`src/rtl/sync_deserializer.sv`:
```
// Serial-to-parallel receiver: hunts for a sync word, verifies alignment, locks,
// strips periodic sync slots and delivers payload words through a show-ahead FIFO.
module sync_deserializer #(
  parameter int unsigned                DATA_WIDTH   = 4,
  parameter logic [DATA_WIDTH-1:0]      SYNC_PATTERN = DATA_WIDTH'(4'b1011),
  parameter int unsigned                LOCK_COUNT   = 2,
  parameter int unsigned                FRAME_WORDS  = 4,
  parameter int unsigned                MISS_LIMIT   = 2,
  parameter int unsigned                FIFO_DEPTH   = 4
) (
  input  logic                  fastClk,
  input  logic                  reset,
  input  logic                  dataIn,
  input  logic                  control,
  input  logic                  msbFirst,
  input  logic                  dataReady,
  output logic [DATA_WIDTH-1:0] dataOut,
  output logic                  dataValid,
  output logic                  locked,
  output logic                  overflow
);

  localparam int unsigned BW = (DATA_WIDTH > 1) ? $clog2(DATA_WIDTH) : 1;
  localparam int unsigned MW = $clog2(LOCK_COUNT + 1);
  localparam int unsigned WW = $clog2(FRAME_WORDS + 1);
  localparam int unsigned XW = $clog2(MISS_LIMIT + 1);
  localparam int unsigned PW = $clog2(FIFO_DEPTH);
  localparam int unsigned CW = PW + 1;

  typedef enum logic [1:0] {
    HUNT   = 2'd0,
    VERIFY = 2'd1,
    LOCKED = 2'd2
  } state_t;

  state_t                state;
  logic [DATA_WIDTH-1:0] window;
  logic                  msb_q;
  logic [BW-1:0]         bit_cnt;
  logic [MW-1:0]         match_cnt;
  logic [WW-1:0]         word_cnt;
  logic [XW-1:0]         miss_cnt;

  logic [DATA_WIDTH-1:0] win_n;
  logic                  mode_flip;
  logic                  word_end;
  logic                  sync_hit;
  logic                  sync_slot;
  logic                  push;

  logic [DATA_WIDTH-1:0] mem [FIFO_DEPTH];
  logic [PW-1:0]         wr_ptr;
  logic [PW-1:0]         rd_ptr;
  logic [CW-1:0]         count;
  logic                  pop;
  logic                  full;
  logic                  wr_en;
  logic [PW-1:0]         rd_n;
  logic [CW-1:0]         count_n;
  logic [DATA_WIDTH-1:0] head_n;

  // Window shift and word-boundary decode for the bit arriving this cycle
  always_comb begin
    win_n     = msbFirst ? {window[DATA_WIDTH-2:0], dataIn}
                         : {dataIn, window[DATA_WIDTH-1:1]};
    mode_flip = (state != HUNT) && (msbFirst != msb_q);
    word_end  = (bit_cnt == BW'(DATA_WIDTH - 1));
    sync_hit  = (win_n == SYNC_PATTERN);
    sync_slot = (word_cnt == WW'(FRAME_WORDS));
    push      = control && !mode_flip && (state == LOCKED) && word_end && !sync_slot;
  end

  // Alignment FSM; everything freezes while control is low
  always_ff @(posedge fastClk or posedge reset) begin
    if (reset) begin
      state     <= HUNT;
      window    <= '0;
      msb_q     <= 1'b0;
      bit_cnt   <= '0;
      match_cnt <= '0;
      word_cnt  <= '0;
      miss_cnt  <= '0;
      locked    <= 1'b0;
    end else if (control) begin
      window <= win_n;
      msb_q  <= msbFirst;
      if (mode_flip) begin
        // A bit-order change invalidates alignment; FIFO contents are kept
        state     <= HUNT;
        bit_cnt   <= '0;
        match_cnt <= '0;
        word_cnt  <= '0;
        miss_cnt  <= '0;
        locked    <= 1'b0;
      end else begin
        case (state)
          HUNT: begin
            if (sync_hit) begin
              bit_cnt  <= '0;
              word_cnt <= '0;
              miss_cnt <= '0;
              if (LOCK_COUNT == 1) begin
                state     <= LOCKED;
                match_cnt <= '0;
                locked    <= 1'b1;
              end else begin
                state     <= VERIFY;
                match_cnt <= MW'(1);
              end
            end
          end
          VERIFY: begin
            bit_cnt <= word_end ? '0 : bit_cnt + BW'(1);
            if (word_end) begin
              if (!sync_hit) begin
                state     <= HUNT;
                match_cnt <= '0;
              end else if (match_cnt == MW'(LOCK_COUNT - 1)) begin
                state     <= LOCKED;
                match_cnt <= '0;
                word_cnt  <= '0;
                miss_cnt  <= '0;
                locked    <= 1'b1;
              end else begin
                match_cnt <= match_cnt + MW'(1);
              end
            end
          end
          LOCKED: begin
            bit_cnt <= word_end ? '0 : bit_cnt + BW'(1);
            if (word_end) begin
              if (!sync_slot) begin
                word_cnt <= word_cnt + WW'(1);
              end else begin
                word_cnt <= '0;
                if (sync_hit) begin
                  miss_cnt <= '0;
                end else if (miss_cnt == XW'(MISS_LIMIT - 1)) begin
                  state    <= HUNT;
                  miss_cnt <= '0;
                  locked   <= 1'b0;
                end else begin
                  miss_cnt <= miss_cnt + XW'(1);
                end
              end
            end
          end
          default: begin
            state   <= HUNT;
            bit_cnt <= '0;
            locked  <= 1'b0;
          end
        endcase
      end
    end
  end

  // FIFO next-state; the head is precomputed so dataOut can be a register
  always_comb begin
    pop     = dataValid && dataReady;
    full    = (count == CW'(FIFO_DEPTH));
    wr_en   = push && (!full || pop);
    rd_n    = pop ? rd_ptr + PW'(1) : rd_ptr;
    count_n = count + CW'(wr_en) - CW'(pop);
    head_n  = '0;
    if (count_n != '0) begin
      head_n = (wr_en && (wr_ptr == rd_n)) ? win_n : mem[rd_n];
    end
  end

  always_ff @(posedge fastClk or posedge reset) begin
    if (reset) begin
      wr_ptr    <= '0;
      rd_ptr    <= '0;
      count     <= '0;
      dataOut   <= '0;
      dataValid <= 1'b0;
      overflow  <= 1'b0;
    end else begin
      if (wr_en) begin
        wr_ptr <= wr_ptr + PW'(1);
      end
      rd_ptr    <= rd_n;
      count     <= count_n;
      dataOut   <= head_n;
      dataValid <= (count_n != '0);
      if (push && !wr_en) begin
        overflow <= 1'b1;
      end
    end
  end

  // Storage array needs no reset: occupancy is tracked by count
  always_ff @(posedge fastClk) begin
    if (wr_en) begin
      mem[wr_ptr] <= win_n;
    end
  end

endmodule
```
`config.mk`:
```
export PLATFORM = sky130hd
export DESIGN_NAME = sync_deserializer
export DESIGN_NICKNAME = d
export VERILOG_FILES = /design/src/rtl/sync_deserializer.sv
export SDC_FILE = /design/constraint.sdc
export NUM_CORES = 1
export LEC_CHECK = 0
export ABC_AREA = 1
export CORE_ASPECT_RATIO = 0.5
export CORE_MARGIN = 3
export CORE_UTILIZATION = 44
export DETAILED_ROUTE_END_ITERATION = 12
export HOLD_SLACK_MARGIN = 0.12
export PLACE_DENSITY = 0.62
export SETUP_SLACK_MARGIN = 0.1
export SLEW_MARGIN = 20
export SYNTH_ARGS = -nofsm -noshare
export SYNTH_HDL_FRONTEND = slang
export SYNTH_SLANG_ARGS = --single-unit
```
`constraint.sdc`:
```
create_clock -name fastClk -period 6.4 [get_ports fastClk]
set_clock_uncertainty 0.15 [all_clocks]
set_input_delay 1.92 -clock fastClk [delete_from_list [all_inputs] [get_ports fastClk]]
set_output_delay 1.92 -clock fastClk [all_outputs]
set_load 0.03 [all_outputs]
```
layer_met3.png
Scale: 6 px per µm.
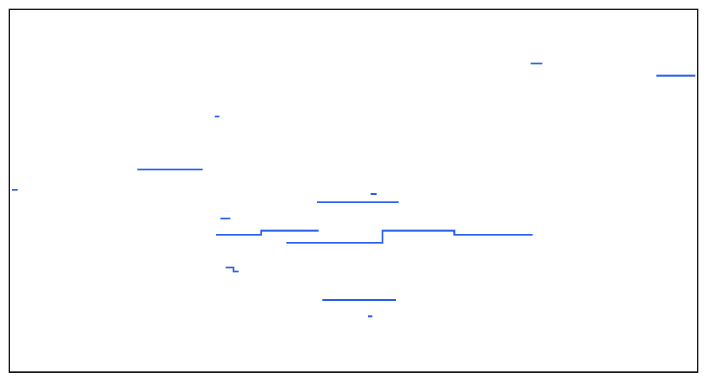
nets with wire on the layer = 9
longest straight run = 15.9 µm
main direction = horizontal
share of all routed wire = 2.2%

sizes.png
Scale: 4 px per µm.
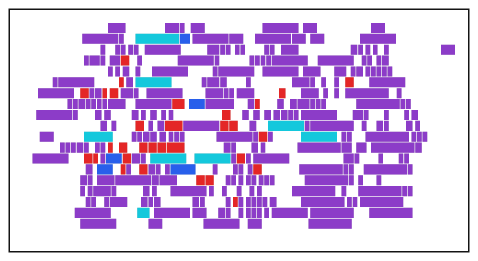
purple -> _0 and _1 cells  # cells 284
cyan -> _6 and larger  # cells 8
red -> _2 cells  # cells 31
blue -> _3 and _4 cells  # cells 5

logic_types.png
Scale: 4 px per µm.
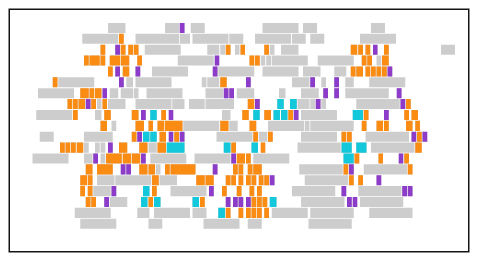
orange -> nand cells  # cells 137
purple -> inv cells  # cells 54
cyan -> aoi and oai cells  # cells 21

congestion.png
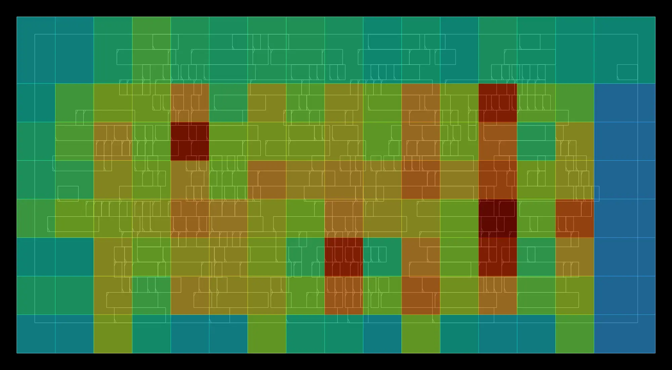
Wirelength per Cell: 12.3 µm
Top Usage Layer GRT: met2
GR Layer Usage met1: 20.6%
GR Util All Layers: 15.9%
grt met3 use: 3.64%

==> impl_metrics.yaml <==
# synthesis and place-and-route metrics
die:
  die_w_um: 114
  core-area_um2: 5590
clock_tree:
  clk_latency_ps: 280
  hold_buffers: 0
  h-tree-depth: 2
timing:
  fin_ws_ps: 1620
  setup_viol: 0
  worstMarginPinSlew_ps: 439
  fin_setup_tns_ps: 0
  hold_viol: 0
  layout_min_cycle_time_ps: 4780
final_layout:
  seq_share_pct: 41.7
  buf_share_pct: 4.33
  layout_top_cell: "nand2_1"
  area_delta_synth_final_pct: 13.9
  antenna_cells: 0
  drive_gt1_share_pct: 13.4
drt:
  ant_nets: 0
pwr:
  p_seq_share_pct: 34.0
  comb_power_uw: 469
  peakVddDrop_v: 0.000186
  pg_clk_uw: 294
  swShare_pct: 38.7
  pwr-share-clk_pct: 25.4
synthesis:
  aoi_share_pct: 5.07
worst_setup_path:
  worst-path-max-fanout: 12
  critPathSlowestCell: "clkdlybuf4s50_1"
  critPathBufInv: 4
outcome:
  status: "finished, final reports clean"
place:
  placement.io_buffers: 12
## path summary, 6_finish.rpt
path | to | slack (ps) | startpoint | depth (start not counted)
worst max-delay path | dataOut[3] | 1620 | msbFirst | 15
worst min-delay path | locked | 330 | locked | 2
worst max register to register | dataOut[3] | 3310 | state[0] | 15
worst min register to register | locked | 330 | locked | 2
max in group asynchronous | msb_q | 3940 | reset | 3
min in group asynchronous | word_cnt[0] | 1870 | reset | 3
## metrics by stage
| step | cells | area (µm²) | hold slack, ps | utilization [%] | power [mW] |
|---|---|---|---|---|---|
| floorplan | 310 | 2590 | 291 | - | 0.753 |
| global placement | 393 | 2780 | 306 | 49.8 | 0.860 |
| detailed placement | 393 | 2780 | 318 | 49.8 | 0.869 |
| CTS | 401 | 2950 | 336 | 52.8 | 1.17 |
| global route | 401 | 2950 | 350 | 52.8 | 1.24 |
| finish | 401 | 2950 | 328 | 52.8 | 1.16 |
## synth_stat cells, drive strengths merged, types with 2 or more instances
master	n	area share, %
inv	54	7.8
a21oi	6	1.2
ha	12	5.8
nor3	2	0.39
nand3	26	5.5
nand3b	2	0.58
buf	3	1.1
dfrtp	30	29
o21ai	10	1.9
nand2	107	17
edfxtp	16	19
nor2	28	5.7
nand4	2	0.73
xor2	4	1.4
o211ai	5	1.6
## flip-flops by register name (all words and copies together), names as in the netlist
register,count
word_cnt,3
msb_q,1
rd_ptr,2
state,2
count,3
window,4
wr_ptr,2
miss_cnt,2
mem,16
match_cnt,2
dataValid,1
locked,1
overflow,1
bit_cnt,2
dataOut,4
## layer usage
metal / up-vias / part of all wire (%)
met4: 0 / 1.4
met2: 20 / 46
met5: - / 0
li1: 1006 / -
met1: 890 / 50
met3: 6 / 2.2
No activity file was given, so power comes from the tool's default toggle rates.
